**config.mk**
```make
export PLATFORM = sky130hd
export DESIGN_NAME = pc_gen
export DESIGN_NICKNAME = d
export VERILOG_FILES = /design/src/rtl/pc_gen.sv
export SDC_FILE = /design/constraint.sdc
export NUM_CORES = 1
export LEC_CHECK = 0
export CAP_MARGIN = 25
export CORE_ASPECT_RATIO = 1.1
export CORE_MARGIN = 8
export CORE_UTILIZATION = 40
export CTS_BUF_LIST = sky130_fd_sc_hd__clkbuf_4 sky130_fd_sc_hd__clkbuf_8
export DETAILED_ROUTE_END_ITERATION = 10
export PLACE_DENSITY_LB_ADDON = 0.05
export SYNTH_ARGS = -nofsm -noshare
export SYNTH_HDL_FRONTEND = slang
export SYNTH_SLANG_ARGS = --single-unit
```
**constraint.sdc**
```tcl
create_clock -name clk -period 4.5 [get_ports clk]
set_clock_uncertainty 0.1 [all_clocks]
set_input_delay 0.675 -clock clk [delete_from_list [all_inputs] [get_ports clk]]
set_output_delay 0.675 -clock clk [all_outputs]
set_load 0.01 [all_outputs]
```
**src/rtl/pc_gen.sv**
```systemverilog
// pc_gen: owns the architectural fetch PC.
// It advances the PC sequentially and takes branch/JAL/JALR redirects resolved in execute.
// While fetch is stalled it holds the PC and latches a pending redirect target.
// It also takes trap redirects and detects misaligned redirect targets.
//
// Ports:
//   clk, rst        clock (rising edge), asynchronous active-high reset
//   stall           fetch not ready: hold pc
//   res_valid       execute presents a resolved control-flow insn
//   branchjump      00 seq, 01 branch, 10 JAL, 11 JALR
//   flag            branch condition (only for 01)
//   res_pc/imm/rs1  operands used to form the redirect target
//   trap_valid      take trap this cycle, target trap_vec
//   pc, pc_valid    current fetch PC and its legality
//   flush           1-cycle pulse: squash younger in-flight insns
//   misalign        1-cycle pulse: redirect target misaligned
//   misalign_addr   last misaligned target, held until next misalign or reset
module pc_gen #(
    parameter int unsigned     XLEN       = 32,
    parameter logic [XLEN-1:0] RESET_PC   = '0,
    parameter int unsigned     ALIGN_BITS = 2,
    parameter int unsigned     INSN_BYTES = 4
) (
    input  logic            clk,
    input  logic            rst,
    input  logic            stall,
    input  logic            res_valid,
    input  logic [1:0]      branchjump,
    input  logic            flag,
    input  logic [XLEN-1:0] res_pc,
    input  logic [XLEN-1:0] imm,
    input  logic [XLEN-1:0] rs1,
    input  logic            trap_valid,
    input  logic [XLEN-1:0] trap_vec,
    output logic [XLEN-1:0] pc,
    output logic            pc_valid,
    output logic            flush,
    output logic            misalign,
    output logic [XLEN-1:0] misalign_addr
);

    typedef enum logic [1:0] {StRun, StHold, StFault} state_e;

    state_e          state;
    logic [XLEN-1:0] pend;
    logic [XLEN-1:0] target;
    logic [XLEN-1:0] align_mask;
    logic            redirect;
    logic            misaligned;

    always_comb begin
        align_mask = (XLEN'(1) << ALIGN_BITS) - XLEN'(1);
        if (branchjump == 2'b11) begin
            target = (rs1 + imm) & ~XLEN'(1);
        end else begin
            target = res_pc + imm;
        end
        redirect   = res_valid & (branchjump[1] | (branchjump == 2'b01 & flag));
        misaligned = |(target & align_mask);
    end

    always_ff @(posedge clk or posedge rst) begin
        if (rst) begin
            state         <= StRun;
            pc            <= RESET_PC;
            pend          <= '0;
            pc_valid      <= 1'b0;
            flush         <= 1'b0;
            misalign      <= 1'b0;
            misalign_addr <= '0;
        end else begin
            flush    <= 1'b0;
            misalign <= 1'b0;
            pc_valid <= 1'b1;
            if (trap_valid) begin
                // Trap beats any same-cycle redirect; the redirect is dropped entirely.
                pc    <= trap_vec;
                flush <= 1'b1;
                state <= StRun;
            end else begin
                case (state)
                    StRun, StHold: begin
                        if (redirect && misaligned) begin
                            misalign      <= 1'b1;
                            misalign_addr <= target;
                            flush         <= 1'b1;
                            pc_valid      <= 1'b0;
                            state         <= StFault;
                        end else if (redirect) begin
                            flush <= 1'b1;
                            if (stall) begin
                                pend  <= target;
                                state <= StHold;
                            end else begin
                                pc    <= target;
                                state <= StRun;
                            end
                        end else if (!stall) begin
                            if (state == StHold) begin
                                pc    <= pend;
                                state <= StRun;
                            end else if (pc_valid) begin
                                // First edge after reset only validates RESET_PC.
                                pc <= pc + XLEN'(INSN_BYTES);
                            end
                        end
                    end
                    StFault: begin
                        pc_valid <= 1'b0;
                    end
                    default: begin
                        state <= StRun;
                    end
                endcase
            end
        end
    end

endmodule

```
==> run notes <==
run metrics: max incr delay on CP=between 0.6 and 0.7 ns, top cells, area=dfrtp_1, ha_1, nand2_1, Syn-to-layout area delta=29.03%, chip width=between 150 and 200 um, fin cells=1,610, Setup CP Type=in2reg, Sequential Power Share=37.6%, floorplan net count=1,328, Hold Worst Slack=0.3801 ns, startpoint types=input port, Ys Warns=0, Core Box Area=between 20,000 and 25,000 um2, top-count cell post-synth=nand2_1, final hold vios=0, Total Power=0.003781 W, Power Dens Cells=~330 nW/um2, R2R cell count=9, post-synthesis chip area from yosys=8801 um2, Final Worst Setup Slack=roughly 0.67 ns, total global routing track utilization=22.44%, Detail Route Antenna Nets=0, max cap viols=0, fp util=between 40% and 50%, cell count after synthesis=~1,100, Adder Area Share=between 9 and 10%, Placed Area=between 10,000 and 15,000 um2, initial DRC count=578, Hold-fix buffers, CTS=0, cell type with the largest total area=dfrtp_1, status=completed, Worst path slowest cell=a2111oi_0, n_diodes=0, cycle use final=85.20%, Seq cells post-synth=a little over 100, Switching Fraction=between 30% and 40%, initial antenna violation count=0, CTS sink cnt=about 100, most frequent cells in the layout=clkdlybuf4s50_1, nand2_1, a21oi_1, o21ai_0, dfrtp_1, CP bufs+invs=4, die area=approximately 27,000 um2, Vert. Die Dim=between 150 and 200 um, Clk pwr share=between 10% and 20%, relative max-transition margin=51.89%, grt peak-use layer=met2, first-pass GRT wire length=about 48,000 um, slack of the worst reg-to-reg path=approximately 1.6 ns, power in combinational cells=0.00176 W, RSZ-0062 raised after global routing=no, Pint=0.002294 W, M2 GR Usage=36.09%, Distinct lib cells used=about 78, M1 GR Usage=31.85%, CTS Buf Count=9, critical path required time=roughly 4.7 ns, PortBufs=between 200 and 250, crit-path cells=clkdlybuf4s50_1, ha_1, inv_1, fa_1, inv_1, o31ai_2, or2_2, a21oi_1, buf_4, a21oi_2, nand2_1, a2111oi_0, nor3_1, Max FO, Critical Path=8, layout cells sized above 1=under 10%, RePlAce Congestion=between 0.9 and 1, Dominant combinational family=AND-OR/OR-AND gates, Hold EP=pend[10], Max Clk Rate=approximately 260 MHz, top cells by count=nand2_1, a21oi_1, o21ai_0, dfrtp_1, nor2_1, combinational share of power=between 40% and 50%, DRT Pass-1 Iters=5, Top pwr grp=combinational cells, final-stage net count=~1,500, Sw Pwr=approximately 0.0015 W, PostCTS Resize Cnt=0, endpoint class of the critical path=flip-flop, HP Class=reg2reg, placed cells=~1,600, vias in the first global route=around 8,700, CP startpoint=imm[0], Hold Crit Depth=2, largest net degree at the start of global routing=approximately 53, H-Tree Depth=3, Max-area cell share=~29%, gr ovfl total=0, r2r startpoint=pc[19], met3 usage=approximately 2.9%, Compound Share, Synth=28.49%, MUX share of area=about 1.9%, clk buf depth=2, fin crit period=3.834 ns, crit-path most repeated cell=inv_1, Post-Route WL=30,970 um, Post-synth ARST share=100.0%, crit path DAT=~4.0 ns, Simple Share, Synth=20.07%, Worst Setup EP=pc[17], Tool Warnings=26, Post-Layout Inst Area=11,360 um2, Vias per Instance=5.633, Seq group=between 0.001 and 0.0015 W, hpwl dp=approximately 25,000 um, Slew @ Worst Pin=0.7195 ns, Post-CTS Setup Bufs=0, area fraction in xor and xnor cells=approximately 7.7%
==> area by class of cell <==
class / count / area, um2
Tap cell: 295 / 369.1
Multi-Input combinational cell: 943 / 5943
Clock inverter: 5 / 60.06
Inverter: 28 / 107.6
Timing Repair Buffer: 228 / 2217
Sequential cell: 101 / 2527
Clock buffer: 10 / 131.4
Fill cell: 2220 / 10470
==> metal layers <==
layer,share of wire [%],vias up
met4,0.97,0
met3,5.4,21
li1,-,4473
met1,48,4292
met2,46,283
met5,0,-
==> cell families after synthesis <==
group                      Yosys count
adders and majority gates           64
xor gates and xnor gates            77
AOI/OAI and AO/OA                  392
buffers and inverters               84
DFF                                101
and+or+nand+nor                    395
muxes                               15
==> state kept, by name (all words and copies together) (netlist names) <==
register and count:
flush 1, misalign 1, misalign_addr 32, pc 32, pc_valid 1, pend 32, state 2
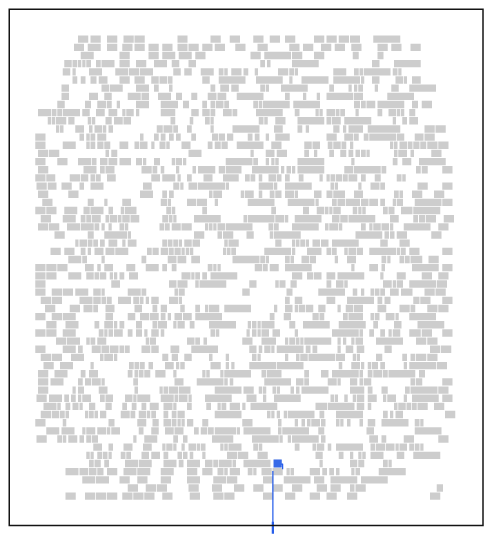
(images/io_fan.png)
Drawn at 3 px/um.
colour	port	bits	direction	end cells	buffers	wire
blue	`flag`	1	input	1	1	19.7 um

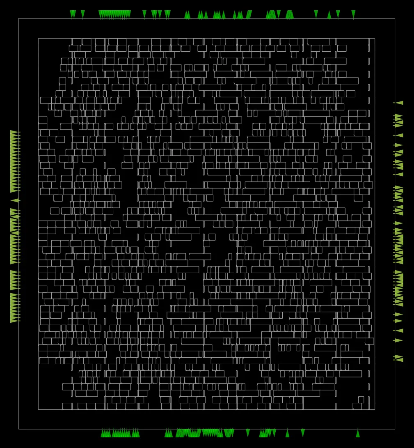
(images/placement.png)
seq_cells: 101
final core occ: 52.04%
fill cell count: 2,220

Power and IR drop assume default switching activity.
